File: src/rtl/conv2_pkg.sv
// conv2_pkg: LeNet conv2 geometry, address strides, scheduler states and requantisation helper
package conv2_pkg;
    localparam int IN_DIM = 14;
    localparam int OUT_DIM = 10;
    localparam int K_DIM = 5;
    localparam int N_CH = 2;
    localparam int N_K = 2;
    localparam int TAPS = N_CH * K_DIM * K_DIM;
    localparam int N_OUT = N_K * OUT_DIM * OUT_DIM;
    localparam int FM_CH_STRIDE = IN_DIM * IN_DIM;
    localparam int FM_ROW_STRIDE = IN_DIM;
    localparam int KN_K_STRIDE = TAPS;
    localparam int KN_CH_STRIDE = K_DIM * K_DIM;
    localparam int KN_ROW_STRIDE = K_DIM;

    typedef enum logic [2:0] {IDLE, ISSUE, DRAIN, OUT, DONE} state_t;

    function automatic logic signed [63:0] sat_shift(input logic signed [63:0] a, input int frac, input int bw);
        logic signed [63:0] s, hi, lo;
        s = a >>> frac;
        hi = (64'sd1 <<< (bw - 1)) - 64'sd1;
        lo = -hi - 64'sd1;
        return s > hi ? hi : (s < lo ? lo : s);
    endfunction
endpackage

File: src/rtl/conv2_addr_gen.sv
// conv2_addr_gen: output/tap counters and feature/kernel address arithmetic for conv2
module conv2_addr_gen
    import conv2_pkg::*;
(
    input  logic       clk,
    input  logic       rst_n,
    input  logic       restart,
    input  logic       step,
    input  logic       adv,
    output logic [8:0] fm_addr,
    output logic [6:0] kn_addr,
    output logic [7:0] idx,
    output logic       first_tap,
    output logic       last_tap,
    output logic       last_out
);
    logic       k, ch;
    logic [3:0] r, c;
    logic [2:0] l, m;

    always_ff @(posedge clk) begin
        if (!rst_n || restart) begin
            k <= 1'b0;
            r <= '0;
            c <= '0;
            ch <= 1'b0;
            l <= '0;
            m <= '0;
        end else if (adv) begin
            ch <= 1'b0;
            l <= '0;
            m <= '0;
            c <= c == 4'(OUT_DIM - 1) ? 4'd0 : c + 4'd1;
            if (c == 4'(OUT_DIM - 1))
                r <= r == 4'(OUT_DIM - 1) ? 4'd0 : r + 4'd1;
            if (c == 4'(OUT_DIM - 1) && r == 4'(OUT_DIM - 1))
                k <= !k;
        end else if (step) begin
            m <= m == 3'(K_DIM - 1) ? 3'd0 : m + 3'd1;
            if (m == 3'(K_DIM - 1))
                l <= l == 3'(K_DIM - 1) ? 3'd0 : l + 3'd1;
            if (m == 3'(K_DIM - 1) && l == 3'(K_DIM - 1))
                ch <= !ch;
        end
    end

    assign fm_addr = (ch ? 9'(FM_CH_STRIDE) : 9'd0) + (9'(r) + 9'(l)) * 9'(FM_ROW_STRIDE) + 9'(c) + 9'(m);
    assign kn_addr = (k ? 7'(KN_K_STRIDE) : 7'd0) + (ch ? 7'(KN_CH_STRIDE) : 7'd0) + 7'(l) * 7'(KN_ROW_STRIDE) + 7'(m);
    assign idx = (k ? 8'(N_OUT / N_K) : 8'd0) + 8'(r) * 8'(OUT_DIM) + 8'(c);
    assign first_tap = !ch && l == 3'd0 && m == 3'd0;
    assign last_tap = ch && l == 3'(K_DIM - 1) && m == 3'(K_DIM - 1);
    assign last_out = idx == 8'(N_OUT - 1);
endmodule

File: src/rtl/conv2_sched.sv
// conv2_sched: time-multiplexed LeNet conv2 sequencer driving memories, an external MAC and a requantised output stream
module conv2_sched
    import conv2_pkg::*;
#(
    parameter int BW = 16,
    parameter int ACC_W = 40,
    parameter int FRAC = 15,
    parameter int RD_LAT = 1
) (
    input  logic                    clk,
    input  logic                    rst_n,
    input  logic                    start,
    output logic                    busy,
    output logic                    done,
    output logic [8:0]              fm_addr,
    output logic [6:0]              kn_addr,
    output logic                    mac_en,
    output logic                    mac_clr,
    input  logic signed [ACC_W-1:0] acc_in,
    output logic [BW-1:0]           out_data,
    output logic [7:0]              out_idx,
    output logic                    out_valid,
    input  logic                    out_ready
);
    localparam int DW = $clog2(RD_LAT + 2);

    state_t state, nxt;
    logic [RD_LAT-1:0] pv, pf;
    logic [DW-1:0] dcnt;
    logic [7:0] idx;
    logic issue, first_tap, last_tap, last_out, last_drain, hs;

    assign issue = state == ISSUE;
    assign hs = out_valid && out_ready;
    assign last_drain = state == DRAIN && dcnt == DW'(RD_LAT);
    assign busy = state != IDLE;
    assign done = state == DONE;
    assign mac_en = pv[RD_LAT-1];
    assign mac_clr = pf[RD_LAT-1];

    conv2_addr_gen u_addr (
        .clk      (clk),
        .rst_n    (rst_n),
        .restart  (state == IDLE && start),
        .step     (issue && !last_tap),
        .adv      (hs && !last_out),
        .fm_addr  (fm_addr),
        .kn_addr  (kn_addr),
        .idx      (idx),
        .first_tap(first_tap),
        .last_tap (last_tap),
        .last_out (last_out)
    );

    always_ff @(posedge clk) begin
        if (!rst_n)
            state <= IDLE;
        else
            state <= nxt;
    end

    always_comb begin
        nxt = state;
        case (state)
            IDLE:    nxt = start ? ISSUE : IDLE;
            ISSUE:   nxt = last_tap ? DRAIN : ISSUE;
            DRAIN:   nxt = last_drain ? OUT : DRAIN;
            OUT:     nxt = hs ? (last_out ? DONE : ISSUE) : OUT;
            default: nxt = IDLE;
        endcase
    end

    // tap-valid/first-tap delayed by RD_LAT so MAC control lines up with read data
    always_ff @(posedge clk) begin
        if (!rst_n) begin
            pv <= '0;
            pf <= '0;
            dcnt <= '0;
            out_valid <= 1'b0;
            out_data <= '0;
            out_idx <= '0;
        end else begin
            pv <= RD_LAT'({pv, issue});
            pf <= RD_LAT'({pf, issue && first_tap});
            dcnt <= state == DRAIN ? dcnt + DW'(1) : '0;
            if (last_drain) begin
                out_valid <= 1'b1;
                out_data <= BW'(sat_shift(64'(acc_in), FRAC, BW));
                out_idx <= idx;
            end else if (hs) begin
                out_valid <= 1'b0;
            end
        end
    end
endmodule

File: config.mk
export PLATFORM = sky130hd
export DESIGN_NAME = conv2_sched
export DESIGN_NICKNAME = d
export VERILOG_FILES = /design/src/rtl/conv2_pkg.sv /design/src/rtl/conv2_addr_gen.sv /design/src/rtl/conv2_sched.sv
export SDC_FILE = /design/constraint.sdc
export NUM_CORES = 1
export LEC_CHECK = 0
export ABC_AREA = 1
export CORE_AREA = 3 3 115 117
export DETAILED_ROUTE_END_ITERATION = 12
export DIE_AREA = 0 0 118 120
export PLACE_DENSITY = 0.56
export SLEW_MARGIN = 20
export SYNTH_ARGS = -nofsm -noshare
export SYNTH_HDL_FRONTEND = slang
export SYNTH_SLANG_ARGS = --single-unit
File: constraint.sdc
create_clock -name clk -period 6.7 [get_ports clk]
set_input_delay 1.675 -clock clk [delete_from_list [all_inputs] [get_ports clk]]
set_output_delay 1.675 -clock clk [all_outputs]
set_load 0.05 [all_outputs]
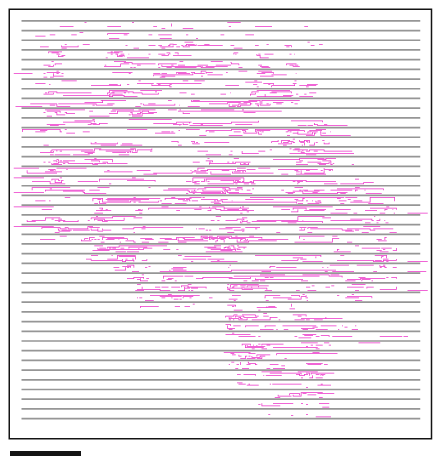
**Above:** run 1 (signal wires on met1).
Scale bar: 20 um. Supply wires on this layer in grey.
The layer holds 45% of the routed length. The wires run mostly horizontal. The layer carries 3620 um of wire.

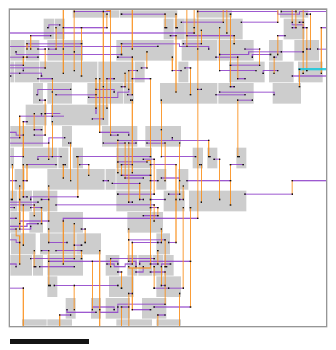
**Above:** run 1 (layout detail).
Scale bar: 10 um. Window x 68 to 108, y 10 to 50 um. Cells in grey, sequential cells in the stronger grey; small squares are vias.
met1: marked purple. met3: marked cyan. met2: marked orange.
Sequential cells in the window: 0. Most frequent: inv_1 (18), ha_1 (18), xor2_1 (9). 75 logic cells have their middle in the window.

==> results_slide.txt, run 1 <==
Synthesis and Place & Route Summary

Layout
  – Dominant logic cell type in the layout: nand2_1
  – Multi-input logic portion of the cell area: 0.505

Route
  – Vias: approximately 3300

Timing
  – Peak Freq: ~160 MHz
  – Post-layout period usage: 0.954

GRT
  – Antenna violations before repair: 0

Synth
  – Mux cell area share: 0
  – Top cells by area: dfxtp_1 26%, ha_1 18%, nand2_1 9.0%
  – Ys flop type: dfxtp_1

Floorplanning
  – Chip area: 14200 um^2
  – Tapcells: 172
  – Row count: 41

Worst setup path
  – Critical Path Start Type: flip-flop
  – Worst path top cell family by delay: adder cells

Status
  – Outcome: finished clean

Power
  – Peak VDD IR: between 90 and 100 uV

Clock network
  – CTS sink cnt: 48
  – Worst-path clk slew: 0.07 ns

Hold path
  – Hold Crit Class: flip-flop to flip-flop

Placement
  – Gpl congestion: 0.818
  – HPWL after DPL: about 6600 um
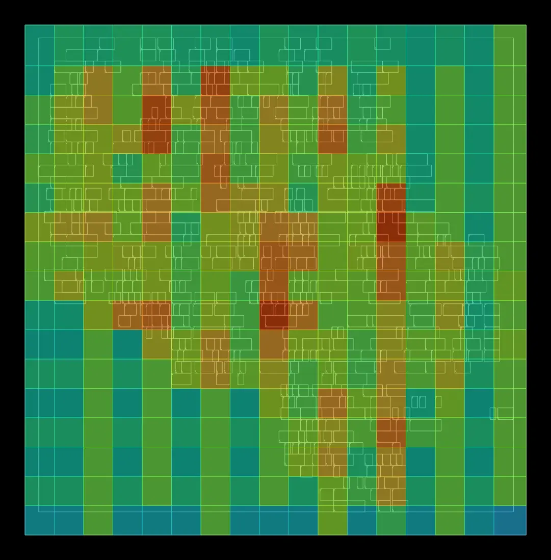
**Above:** run 1 (routing congestion map).
grt met1 use: 0.141
GR met2 Demand/Resource: 0.207
busiest grt layer: met2

-- run 1: power by group --
group / leakage, nW / switching, mW / internal [mW]
clock network: 0.0808 / 0.105 / 0.176
registers: 0.387 / 0.00149 / 0.287
logic: 1.80 / 0.0275 / 0.0242
total: 2.27 / 0.134 / 0.487
-- run 1: per-layer routing --
| metal | routed length (um) | share of wire | vias up |
|---|---|---|---|
| li1 | - | - | 1707 |
| met1 | 3620 | 0.44 | 1524 |
| met2 | 4040 | 0.50 | 57 |
| met3 | 409 | 0.050 | 8 |
| met4 | 71 | 0.0087 | 0 |
| met5 | 0 | 0 | - |
-- run 1: path summary, 6_finish.rpt --
path                       to  cells after the start  slack [ns]         from
setup / recovery   fm_addr[8]                     15        0.31  u_addr.l[0]
hold / removal        dcnt[0]                      1        0.43      dcnt[0]
setup reg to reg  u_addr.r[2]                     17        3.30  u_addr.r[1]
hold reg to reg       dcnt[0]                      1        0.43      dcnt[0]
-- run 1: what timing repair did --
| item | CTS | global route |
|---|---|---|
| gates cloned | 0 | 0 |
| resized | 1 | 1 |
| endpoints found under the setup margin | 1 | 1 |
| hold buffers | 0 | 0 |
-- run 1: metrics by stage --
step | cell area [um^2] | setup slack [ns] | power [mW] | hold WS, ns
6_report | 4790 | 0.311 | 0.621 | 0.434
5_1_grt | 4790 | 0.0511 | 0.638 | 0.461
4_1_cts | 4780 | 0.0633 | 0.626 | 0.437
3_5_place_dp | 4620 | 0.327 | 0.347 | 0.427
3_3_place_gp | 4620 | 0.374 | 0.346 | 0.417
2_1_floorplan | 3690 | 0.551 | 0.321 | 0.407
==> inputs of run 2 (changes only) <==
- RECOVER_POWER: not set -> 100
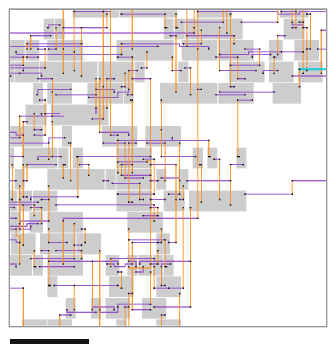
**Above:** run 2 (layout detail).
Scale bar: 10 um. Window x 68 to 108, y 10 to 50 um. Cells in grey, sequential cells in the stronger grey; small squares are vias.
met3: marked cyan. met1: marked purple. met2: marked orange.
Sequential cells in the window: 0. Most frequent: inv_1 (18), ha_1 (18), xor2_1 (9). 75 logic cells have their middle in the window.

==> results_slide.txt, run 2 <==
Synthesis and Place & Route Summary

Status
  – Outcome: finished clean

GRT
  – Busiest grt layer: met2
  – GR met2 Demand/Resource: 0.207
  – GRT met3 Usage: 0.0287
  – Antenna violations before repair: 0
  – Grt met1 use: 0.141

Power
  – Peak VDD IR: 99.7 uV
  – Combinational power share: 0.080
  – Sequential power share: 0.466
  – NetSw: about 0.13 mW
  – Net Sw Frac: 0.216
  – Final Power: 0.619 mW
  – Clock share of power: 0.454
  – Internal power: 0.485 mW

Placement
  – Placed Cells: slightly above 700
  – Post-place setup slack: around 0.33 ns
  – Placed Area: ~4600 um^2
  – HPWL after DPL: 6570 um
  – Gpl congestion: 0.818

Timing
  – Worst setup margin: between 0.3 and 0.4 ns
  – Post-layout period usage: 0.951
  – Worst hold margin: 0.434 ns
  – Peak Freq: between 150 and 200 MHz
  – Final setup TNS: 0 ns

Route
  – Routed Wire Length: about 8100 um
  – Wire length on met1: 3690 um
  – WL met2: around 4000 um
  – Met3 routed WL: between 300 and 400 um
  – Max Used Layer: met4
  – Vias: ~3300

Flow run
  – Max cap viols: 0

Floorplanning
  – Placeable Area: ~12000 um^2
  – Row count: ~40
  – Chip area: roughly 14000 um^2

Synth
  – Top cells by area: dfxtp_1 26%, ha_1 18%, nand2_1 9.0%
  – Mapped cell area: between 3000 and 4000 um^2
  – Ys flop type: dfxtp_1
  – Count leader, synth: nand2_1

Clock network
  – Worst-path clk slew: about 0.070 ns
  – CTS tree: done
  – CTS Hold Bufs: 0
  – CTS sink cnt: about 48

Layout
  – Dominant logic cell type in the layout: nand2_1
  – Design area: about 4700 um^2

Worst setup path
  – Worst path top cell family by delay: adder cells
  – Critical Path Start Type: flip-flop

Hold path
  – Hold Crit Class: flip-flop to flip-flop
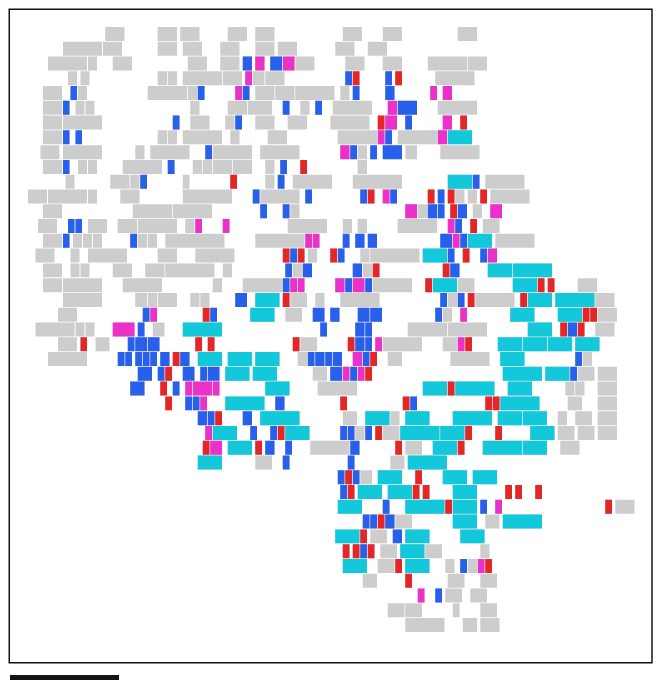
**Above:** run 2 (gate families picked out).
Scale bar: 20 um.
NOR gates: marked magenta, cells 43. inverters: marked red, cells 73. NAND gates: marked blue, cells 132. adder and majority cells: marked cyan, cells 68.

-- run 2: cell types whose count changed in the layout (fill, tap and decap cells not counted), sizes merged --
cell,delta
clkdlybuf4s50,-43
buf,-1
clkbuf,+2
dlymetal6s2s,-1
dlygate4sd3,+43
inv,-1
clkinv,+1
-- run 2: area by class of cell --
| class | count | area [um^2] |
|---|---|---|
| multi-input cells | 346 | 2360 |
| fillers | 1274 | 7740 |
| clock buffers | 6 | 129 |
| clock inverters | 2 | 35.0 |
| flip-flops and latches | 48 | 961 |
| well taps | 172 | 215 |
| repair buffers | 75 | 746 |
| inverters | 73 | 274 |
-- run 2: cells by family after synthesis --
kind of cell / count (synthesis) / synth area share
fa+ha+maj: 68 / 0.259
flops: 48 / 0.260
compound gates: 80 / 0.121
xor+xnor: 21 / 0.0498
buf+inv: 81 / 0.0854
simple gates: 177 / 0.225
-- run 2: power groups by stage --
stage | combinational [mW] | sequential (mW) | clock, mW
floorplan | 0.0235 | 0.297 | 0
global placement | 0.0514 | 0.295 | 0
detailed placement | 0.0519 | 0.295 | 0
CTS | 0.0521 | 0.289 | 0.286
global route | 0.0538 | 0.289 | 0.294
finish | 0.0496 | 0.288 | 0.281
-- run 2: path summary, 6_finish.rpt --
path | end | slack [ns] | from | depth (start not counted)
min | dcnt[0] | 0.43 | dcnt[0] | 1
max | fm_addr[8] | 0.33 | u_addr.l[0] | 15
min reg2reg | dcnt[0] | 0.43 | dcnt[0] | 1
max reg2reg | u_addr.m[2] | 2.78 | u_addr.r[1] | 17
-- run 2: what timing repair did --
| item | in CTS | in global routing |
|---|---|---|
| buffers inserted | 0 | 0 |
| pin swaps | 0 | 0 |
| endpoints found under the setup margin | 1 | 1 |
| gates resized | 1 | 1 |
Power is estimated from default activity; no workload was simulated.
